--- src/rtl/kgp_isa_pkg.sv ---
// kgp_isa_pkg: shared KGP-RISC instruction-set definitions.
//   - opcode constants and the highest defined fcode for each opcode
//   - bit positions of the instruction fields
//   - fetch FSM state encoding
//   - fcode_defined(): encoding legality check shared by decode and checkers
package kgp_isa_pkg;

    localparam logic [1:0] OP_MEM = 2'd0;
    localparam logic [1:0] OP_ALU = 2'd1;
    localparam logic [1:0] OP_IMM = 2'd2;
    localparam logic [1:0] OP_BR  = 2'd3;

    localparam logic [3:0] MAX_FCODE_MEM = 4'd1;
    localparam logic [3:0] MAX_FCODE_ALU = 4'd8;
    localparam logic [3:0] MAX_FCODE_IMM = 4'd4;
    localparam logic [3:0] MAX_FCODE_BR  = 4'd11;

    localparam int OPCODE_MSB = 31;
    localparam int OPCODE_LSB = 30;
    localparam int FCODE_MSB  = 29;
    localparam int FCODE_LSB  = 26;
    localparam int RS_MSB     = 25;
    localparam int RS_LSB     = 21;
    localparam int RT_MSB     = 20;
    localparam int RT_LSB     = 16;
    localparam int IMM_MSB    = 15;
    localparam int IMM_LSB    = 0;

    typedef enum logic {
        S_REQ  = 1'b0,
        S_HOLD = 1'b1
    } fetch_state_e;

    function automatic logic fcode_defined(input logic [1:0] op, input logic [3:0] fc);
        logic ok;
        ok = 1'b0;
        case (op)
            OP_MEM:  ok = (fc <= MAX_FCODE_MEM);
            OP_ALU:  ok = (fc <= MAX_FCODE_ALU);
            OP_IMM:  ok = (fc <= MAX_FCODE_IMM);
            OP_BR:   ok = (fc <= MAX_FCODE_BR);
            default: ok = 1'b0;
        endcase
        return ok;
    endfunction

endpackage

--- src/rtl/instr_field_decode.sv ---
// instr_field_decode: purely combinational split of a 32-bit KGP-RISC word.
// Ports:
//   instr     in  32  instruction word
//   opcode    out 2   instr[31:30]
//   fcode     out 4   instr[29:26]
//   rs, rt    out 5   register specifiers
//   imm       out 16  immediate field
//   undefined out 1   opcode/fcode pair is not a defined encoding
module instr_field_decode
    import kgp_isa_pkg::*;
(
    input  logic [31:0] instr,
    output logic [1:0]  opcode,
    output logic [3:0]  fcode,
    output logic [4:0]  rs,
    output logic [4:0]  rt,
    output logic [15:0] imm,
    output logic        undefined
);

    assign opcode    = instr[OPCODE_MSB:OPCODE_LSB];
    assign fcode     = instr[FCODE_MSB:FCODE_LSB];
    assign rs        = instr[RS_MSB:RS_LSB];
    assign rt        = instr[RT_MSB:RT_LSB];
    assign imm       = instr[IMM_MSB:IMM_LSB];
    assign undefined = !fcode_defined(opcode, fcode);

endmodule

--- src/rtl/instr_fetch_unit.sv ---
// instr_fetch_unit: owns the PC, fetches words over a req/ready handshake,
// holds the word in an instruction register and presents decoded fields to
// the control unit.
// Handshake: a word is taken only in a cycle where imem_req and imem_ready
// are both high; imem_addr is stable for as long as imem_req is high.
// Ports:
//   clk, rst                  clock, async active-high reset
//   imem_req/addr/ready/rdata instruction memory interface
//   redirect_valid/pc         taken branch/jump target, squashes fetch
//   stall                     downstream cannot take the held instruction
//   instr_valid, instr        held instruction register
//   opcode/fcode/rs/rt/imm    decoded fields of instr
//   pc_out, pc_plus4          address of held instruction and its link value
//   illegal                   held instruction has an undefined encoding
//   fetch_count               instructions delivered downstream (wraps)
module instr_fetch_unit
    import kgp_isa_pkg::*;
#(
    parameter logic [31:0] RESET_PC = 32'h0000_0000,
    parameter logic [31:0] PC_STEP  = 32'd4,
    parameter int          CNT_W    = 16
) (
    input  logic             clk,
    input  logic             rst,
    output logic             imem_req,
    output logic [31:0]      imem_addr,
    input  logic             imem_ready,
    input  logic [31:0]      imem_rdata,
    input  logic             redirect_valid,
    input  logic [31:0]      redirect_pc,
    input  logic             stall,
    output logic             instr_valid,
    output logic [31:0]      instr,
    output logic [1:0]       opcode,
    output logic [3:0]       fcode,
    output logic [4:0]       rs,
    output logic [4:0]       rt,
    output logic [15:0]      imm,
    output logic [31:0]      pc_out,
    output logic [31:0]      pc_plus4,
    output logic             illegal,
    output logic [CNT_W-1:0] fetch_count
);

    localparam logic [CNT_W-1:0] CNT_ONE = {{(CNT_W-1){1'b0}}, 1'b1};

    fetch_state_e     state_q, state_d;
    logic [31:0]      pc_q, pc_d;
    logic [31:0]      instr_q, instr_d;
    logic [31:0]      pc_out_q, pc_out_d;
    logic             req_q, req_d;
    logic [CNT_W-1:0] cnt_q, cnt_d;
    logic             undefined;

    always_ff @(posedge clk or posedge rst) begin
        if (rst) begin
            state_q  <= S_REQ;
            pc_q     <= RESET_PC;
            instr_q  <= '0;
            pc_out_q <= RESET_PC;
            req_q    <= 1'b0;
            cnt_q    <= '0;
        end else begin
            state_q  <= state_d;
            pc_q     <= pc_d;
            instr_q  <= instr_d;
            pc_out_q <= pc_out_d;
            req_q    <= req_d;
            cnt_q    <= cnt_d;
        end
    end

    always_comb begin
        state_d  = state_q;
        pc_d     = pc_q;
        instr_d  = instr_q;
        pc_out_d = pc_out_q;
        req_d    = req_q;
        cnt_d    = cnt_q;
        case (state_q)
            S_REQ: begin
                if (redirect_valid) begin
                    // Squash: whatever memory returns now belongs to the old
                    // stream; drop req for one cycle so the new address is
                    // presented as a fresh request.
                    pc_d  = redirect_pc;
                    req_d = 1'b0;
                end else if (req_q && imem_ready) begin
                    instr_d  = imem_rdata;
                    pc_out_d = pc_q;
                    req_d    = 1'b0;
                    state_d  = S_HOLD;
                end else begin
                    req_d = 1'b1;
                end
            end
            S_HOLD: begin
                if (redirect_valid) begin
                    // Held instruction is abandoned, so it is not counted.
                    pc_d    = redirect_pc;
                    req_d   = 1'b1;
                    state_d = S_REQ;
                end else if (!stall) begin
                    pc_d    = pc_q + PC_STEP;
                    cnt_d   = cnt_q + CNT_ONE;
                    req_d   = 1'b1;
                    state_d = S_REQ;
                end
            end
            default: begin
                state_d = S_REQ;
                req_d   = 1'b0;
            end
        endcase
    end

    instr_field_decode u_decode (
        .instr     (instr_q),
        .opcode    (opcode),
        .fcode     (fcode),
        .rs        (rs),
        .rt        (rt),
        .imm       (imm),
        .undefined (undefined)
    );

    assign imem_req    = req_q;
    assign imem_addr   = pc_q;
    assign instr_valid = (state_q == S_HOLD);
    assign instr       = instr_q;
    assign pc_out      = pc_out_q;
    assign pc_plus4    = pc_out_q + PC_STEP;
    assign illegal     = instr_valid && undefined;
    assign fetch_count = cnt_q;

endmodule

--- config.mk ---
export PLATFORM = sky130hd
export DESIGN_NAME = instr_fetch_unit
export DESIGN_NICKNAME = d
export VERILOG_FILES = /design/src/rtl/kgp_isa_pkg.sv /design/src/rtl/instr_field_decode.sv /design/src/rtl/instr_fetch_unit.sv
export SDC_FILE = /design/constraint.sdc
export NUM_CORES = 1
export LEC_CHECK = 0
export CORE_MARGIN = 2
export CORE_UTILIZATION = 39
export DETAILED_ROUTE_END_ITERATION = 8
export GPL_ROUTABILITY_DRIVEN = 1
export PLACE_DENSITY = 0.78
export SKIP_LAST_GASP = 1
export SLEW_MARGIN = 40
export SYNTH_ARGS = -nofsm -noshare
export SYNTH_HDL_FRONTEND = slang
export SYNTH_HIERARCHICAL = 1
export SYNTH_SLANG_ARGS = --single-unit
--- constraint.sdc ---
create_clock -name clk -period 3.24 [get_ports clk]
set_input_delay 0.324 -clock clk [delete_from_list [all_inputs] [get_ports clk]]
set_output_delay 0.324 -clock clk [all_outputs]
set_load 0.01 [all_outputs]
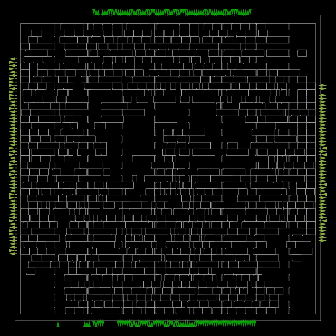
*Cell outlines without signal wires*
flip-flops: 114
core region area: 0.01453 mm²
Rows: 44
final core utilization: 0.6087
filler cell count in the final layout: 1,204

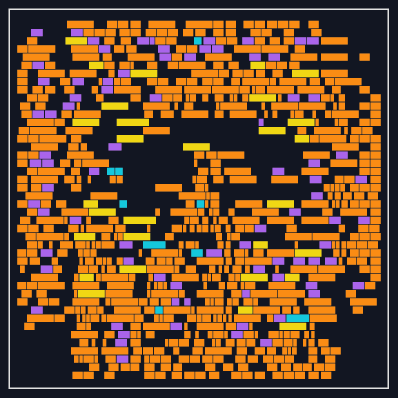
*Cell sizes after repair*
Drawn at 3 px/µm.
- purple: x2 (cells 81; share 11%)
- yellow: x6 and larger (cells 29; share 3.8%)
- orange: x1 and smaller (cells 635; share 84%)
- cyan: x3 and x4 (cells 9; share 1.2%)
Layout Cell Area excl Fill: 0.008847 mm²
number of non-clock buffers in the layout: 254
worst-case setup margin in the final layout: 0.2463 ns
Area growth, synth to finish: 52.72%

==> results.rst <==
Run summary
-----------

.. list-table::
   :header-rows: 1

   * - Metric
     - Value
   * - Detailed router's first-iteration violation count
     - 219
   * - Sequential-to-total area share from yosys stat
     - 0.4924
   * - CP startpoint kind
     - register
   * - Number of unique standard cell types used by synthesis
     - 41
   * - Slew headroom
     - 0.5941
   * - Highest ir drop seen on vdd
     - 442.6 µV
   * - Number of cells after detailed placement
     - 906
   * - Ratio of routed vias to standard cells
     - 5.067
   * - Netlist Area Pre-Place
     - 0.005793 mm²
   * - Number of gates resized after cts
     - 0
   * - Share of power burned in the clock network
     - 0.308
   * - Power in the clock group
     - 1910 µW
   * - Crit-path max cell delay
     - 0.55 ns
   * - TritonCTS buffer count
     - 17
   * - Capture point of the worst path
     - pc_plus4[17]
   * - Sequential group share of total power
     - 0.346
   * - Post-synthesis register bit count
     - 114
   * - Share of flip-flops with an asynchronous set or reset
     - 1.000
   * - Outcome
     - completed
   * - Sort of element at the end of the critical path
     - output pin
   * - Clock insertion delay at the later pin of the skew report
     - 0.41 ns
   * - Drt total wl
     - 16.73 mm
   * - Number of global-route vias before repair
     - 5,031
   * - Crit path DRT
     - 2.92 ns
   * - Synthesized area per cell
     - 11.18 µm²
   * - I/O Buffers
     - 247
   * - Chip Area
     - 0.01584 mm²
   * - Hold buffer count at cts
     - 0
   * - Initial antenna violation count
     - 0
   * - Via total after detailed routing
     - 4,753
   * - Worst-path fanout max
     - 6
   * - Final min period
     - 2.994 ns
   * - Fin crit share
     - 0.9240
   * - Final clock skew
     - 0.004894 ns
   * - Seq. pwr
     - 2140 µW
   * - Clock-pin slew of the registers on the worst-case setup and hold paths
     - 0.05 ns
   * - Die Y-Extent
     - 125.9 µm
   * - Combinational fraction of design power
     - 0.346
   * - Post-synth area from yosys stat
     - 0.005793 mm²
   * - Residual DRC count
     - 0
   * - Slew at the pin with the worst max-slew slack
     - 0.6062 ns
   * - Most common logic cells in the final layout
     - clkdlybuf4s50_1 (246), dfrtp_1 (114), mux2_2 (69), nand2_1 (60), xnor2_1 (48)
   * - Count of pins on the block boundary
     - 248
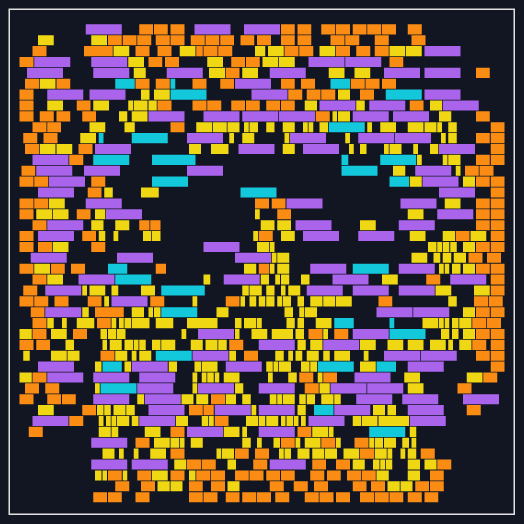
*Cell classes on the final placement*
Drawn at 4 px/µm.
- yellow: remaining logic cells (cells 355; share of their area 30%)
- cyan: clock drivers and dummy loads (cells 31; share of their area 7.1%)
- orange: remaining buffers and delay cells (cells 254; share of their area 30%)
- purple: registers (cells 114; share of their area 33%)
sequential cell area share: 0.3224

synthesized netlist by cell type, drive strengths merged (2+ instances only):
master,count,share of area
and4,4,0.0060
clkbuf,9,0.0093
nand3,21,0.019
dfrtp,114,0.49
mux2,69,0.13
nand4,23,0.026
and3,14,0.016
nor4b,3,0.0056
nor3,6,0.0060
nand2b,4,0.0043
and2,3,0.0032
ha,3,0.0065
nor4,8,0.014
nor2b,2,0.0022
a221o,3,0.0052
o21ai,25,0.022
nor2,20,0.013
buf,40,0.050
nand2,61,0.040
xnor2,48,0.073
inv,5,0.0032
xor2,24,0.036
per-stage QoR:
step,power [µW],worst slack [ns],hold slack (ns),utilization
final,6182,0.2463,0.2361,0.6087
after global routing,6471,0.03723,0.2618,0.6087
after CTS,6252,0.09764,0.3888,0.6074
after detailed placement,4309,0.5492,0.4840,0.5653
after global placement,4257,0.6266,0.4603,0.5653
after floorplan,3064,1.235,0.4450,-
final cells by class:
cell class / count / area, µm²
Fill cell: 1204 / 5687
Sequential cell: 114 / 2853
Multi-Input combinational cell: 350 / 2585
Timing Repair Buffer: 254 / 2545
Clock buffer: 28 / 546.8
Tap cell: 184 / 230.2
Clock inverter: 3 / 65.06
Inverter: 5 / 22.52
kinds of logic (layout without fill, tap and decap cells):
kind of cell    Yosys count  count (layout)  share of synthesized area
compound gates           31              31                    0.03045
fa+ha+maj                 4               4                   0.008424
flops                   114             114                     0.4924
simple gates            173             173                     0.1618
buf+inv                  54             290                    0.06220
xor+xnor                 72              72                     0.1089
mux                      70              70                     0.1359
layer usage:
layer | global-route usage | wire length (µm) | part of all wire
met1 | 0.2552 | 6792 | 0.41
met3 | 0.05438 | 1030 | 0.062
met4 | 0.08274 | 331 | 0.020
met5 | 0 | 0 | 0
met2 | 0.3714 | 8579 | 0.51
No activity file was given, so power comes from the tool's default toggle rates.
